logic_types.png
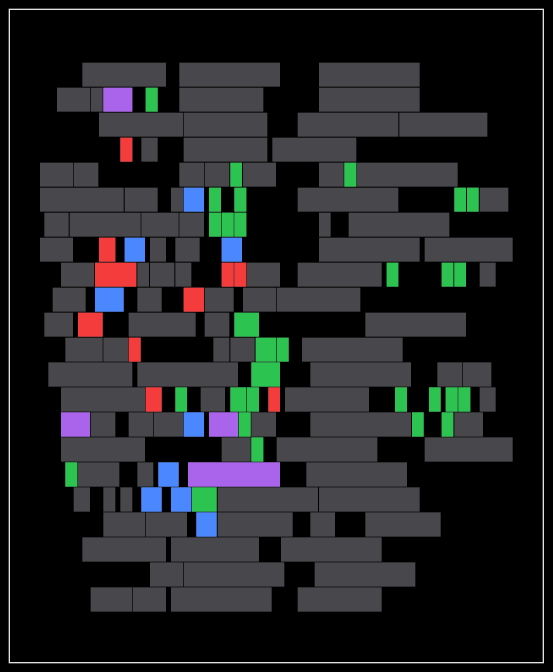
flops_by_reg.png
Scale bar: 20 um. Other sequential cells in the stronger grey, the rest of the logic in the fainter grey.
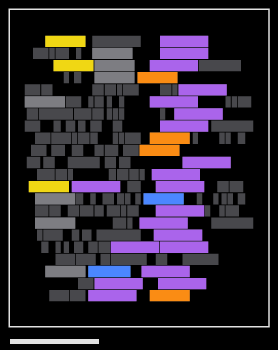
==> config.mk <==
export PLATFORM = sky130hd
export DESIGN_NAME = branch_history_ctrl
export DESIGN_NICKNAME = d
export VERILOG_FILES = /design/src/rtl/bp_pkg.sv /design/src/rtl/bp_inflight_fifo.sv /design/src/rtl/branch_history_ctrl.sv
export SDC_FILE = /design/constraint.sdc
export NUM_CORES = 1
export LEC_CHECK = 0
export CAP_MARGIN = 20
export CORE_ASPECT_RATIO = 1.25
export CORE_MARGIN = 3
export CORE_UTILIZATION = 50
export DETAILED_ROUTE_END_ITERATION = 16
export HOLD_SLACK_MARGIN = 0.06
export PLACE_DENSITY = 0.74
export SLEW_MARGIN = 20
export SYNTH_ARGS = -nofsm -noshare
export SYNTH_HDL_FRONTEND = slang
export SYNTH_SLANG_ARGS = --single-unit
==> constraint.sdc <==
create_clock -name clk -period 2.2 [get_ports clk]
set_input_delay 0.33 -clock clk [delete_from_list [all_inputs] [get_ports clk]]
set_output_delay 0.33 -clock clk [all_outputs]
set_load 0.02 [all_outputs]
==> run notes <==
Physical design

The total global-route track usage stands at 17.3%. The flow ran to the end, and the final reports show no timing, DRC or antenna violations. The DRC violation total after the first TritonRoute iteration stands at 57. The worst clock skew stands at 0.00598 ns. Dividing the final minimum period by the clock period gives 97.0%. The number of design rule violations left after detail routing stands at 0.

The number of global-route vias before repair came to 1,095. The estimated wirelength of the detail-placed design stands at 2240 um. The slew at the pin with the worst max-slew slack stands at 0.628 ns. IR analysis of the VDD net gives a maximum drop of 0.000787 V.

The average footprint of a synthesized cell stands at 13.3 um^2. Per the layout area report, the sequential fraction of cell area is 50.6%. The clock passes through at most 2 buffers. The data required time at the worst endpoint stands at 1.87 ns. Looking at the cell usage after synthesis, the top flip-flop cell is sky130_fd_sc_hd__edfxtp_1. The largest share of the power goes to sequential cells. The number of warnings in the stage logs stands at 30. The number of ordinary inverters in the final layout stands at 5.

The switching portion of total power stands at 36.4%. The cell family contributing the most delay on the critical path is multiplexers. The fraction of power consumed by the clock network stands at 17.0%. Per the detailed placement report, the placed cell area equals 1910 um^2. By instance count, the leading cell after synthesis is sky130_fd_sc_hd__nand2_1. The number of multi-input logic gates stands at 79. For reference, the critical path cell chain is mux4_1 > nand2_1 > nand2_1 > dlygate4sd2_1. Per the OpenROAD floorplan log, the area of the die is 4110 um^2.

The static leakage power stands at 0.835 nW. The sequential fraction of design power stands at 44.2%. For reference, the most critical setup path is categorized as reg2out.

The number of enable-type register cells in the synthesized netlist stands at 20. The multi-input logic area stands at 626 um^2. The final tally of setup violations stands at 0.

The arrival time at the worst endpoint stands at 1.80 ns. After synthesis, the cell types taking the most area are sky130_fd_sc_hd__edfxtp_1 36%, sky130_fd_sc_hd__dfrtp_1 24%, sky130_fd_sc_hd__mux4_1 6.2%, sky130_fd_sc_hd__nand2_1 5.6%, sky130_fd_sc_hd__ha_1 3.0%. By instance count after routing, the leading logic cell types are 25 x sky130_fd_sc_hd__nand2_1, 20 x sky130_fd_sc_hd__edfxtp_1, 15 x sky130_fd_sc_hd__dfrtp_1, 9 x sky130_fd_sc_hd__buf_4, 8 x sky130_fd_sc_hd__clkdlybuf4s50_1. The worst-case register-to-register setup slack stands at 0.11 ns. By count the netlist is led by 25 x sky130_fd_sc_hd__nand2_1, 20 x sky130_fd_sc_hd__edfxtp_1, 16 x sky130_fd_sc_hd__dfrtp_1, 5 x sky130_fd_sc_hd__and3_1, 5 x sky130_fd_sc_hd__nor2_1.
## Picture notes: logic_types.png
NOR gates: drawn in red, cells 10, most used nor2_1, where middle left. AND and OR gates: drawn in blue, cells 9, most used and3_1. NAND gates: drawn in green, cells 30, most used nand2_1. XOR/XNOR gates: drawn in purple, cells 4, most used xor2_1.
most frequently placed logic cell in the final layout: sky130_fd_sc_hd__nand2_1
number of cells in the finished layout apart from fillers: 189
Comb/total area: 31.6%

## Picture notes: flops_by_reg.png
u_fifo.mem: drawn in purple, sequential cells 20. u_fifo.count: drawn in yellow, sequential cells 3. spec_ghr: drawn in orange, sequential cells 4. u_fifo.rd_ptr: drawn in blue, sequential cells 2.
Core Util, Final: 64.2%
Storage cell area: 1000 um^2

## metal layers
layer / wire, um / global-route usage [%] / part of all wire, %
met5: 0 / 0 / 0
met4: 74 / 7.73 / 2.4
met1: 1130 / 20.0 / 37
met2: 1700 / 29.4 / 56
met3: 148 / 4.93 / 4.8
## stage by stage
step                hold WS [ns]  instances   TNS, ns  setup slack (ns)
CTS                        0.379        189         0            0.0556
global placement           0.452        180    -0.300           -0.0849
detailed placement         0.451        180    -0.513            -0.122
finish                     0.365        189         0            0.0656
floorplan                  0.244        127         0            0.0447
global route               0.419        189  -0.00839          -0.00465
## kinds of logic after synthesis
group           Yosys count  share of synthesized area [%]
buf+inv                  12                           3.41
mux                       6                           8.23
flops                    36                           59.3
xor+xnor                  4                           3.19
compound gates           15                           7.34
fa+ha+maj                 5                           4.15
simple gates             49                           14.4
Power is estimated from default activity; no workload was simulated.
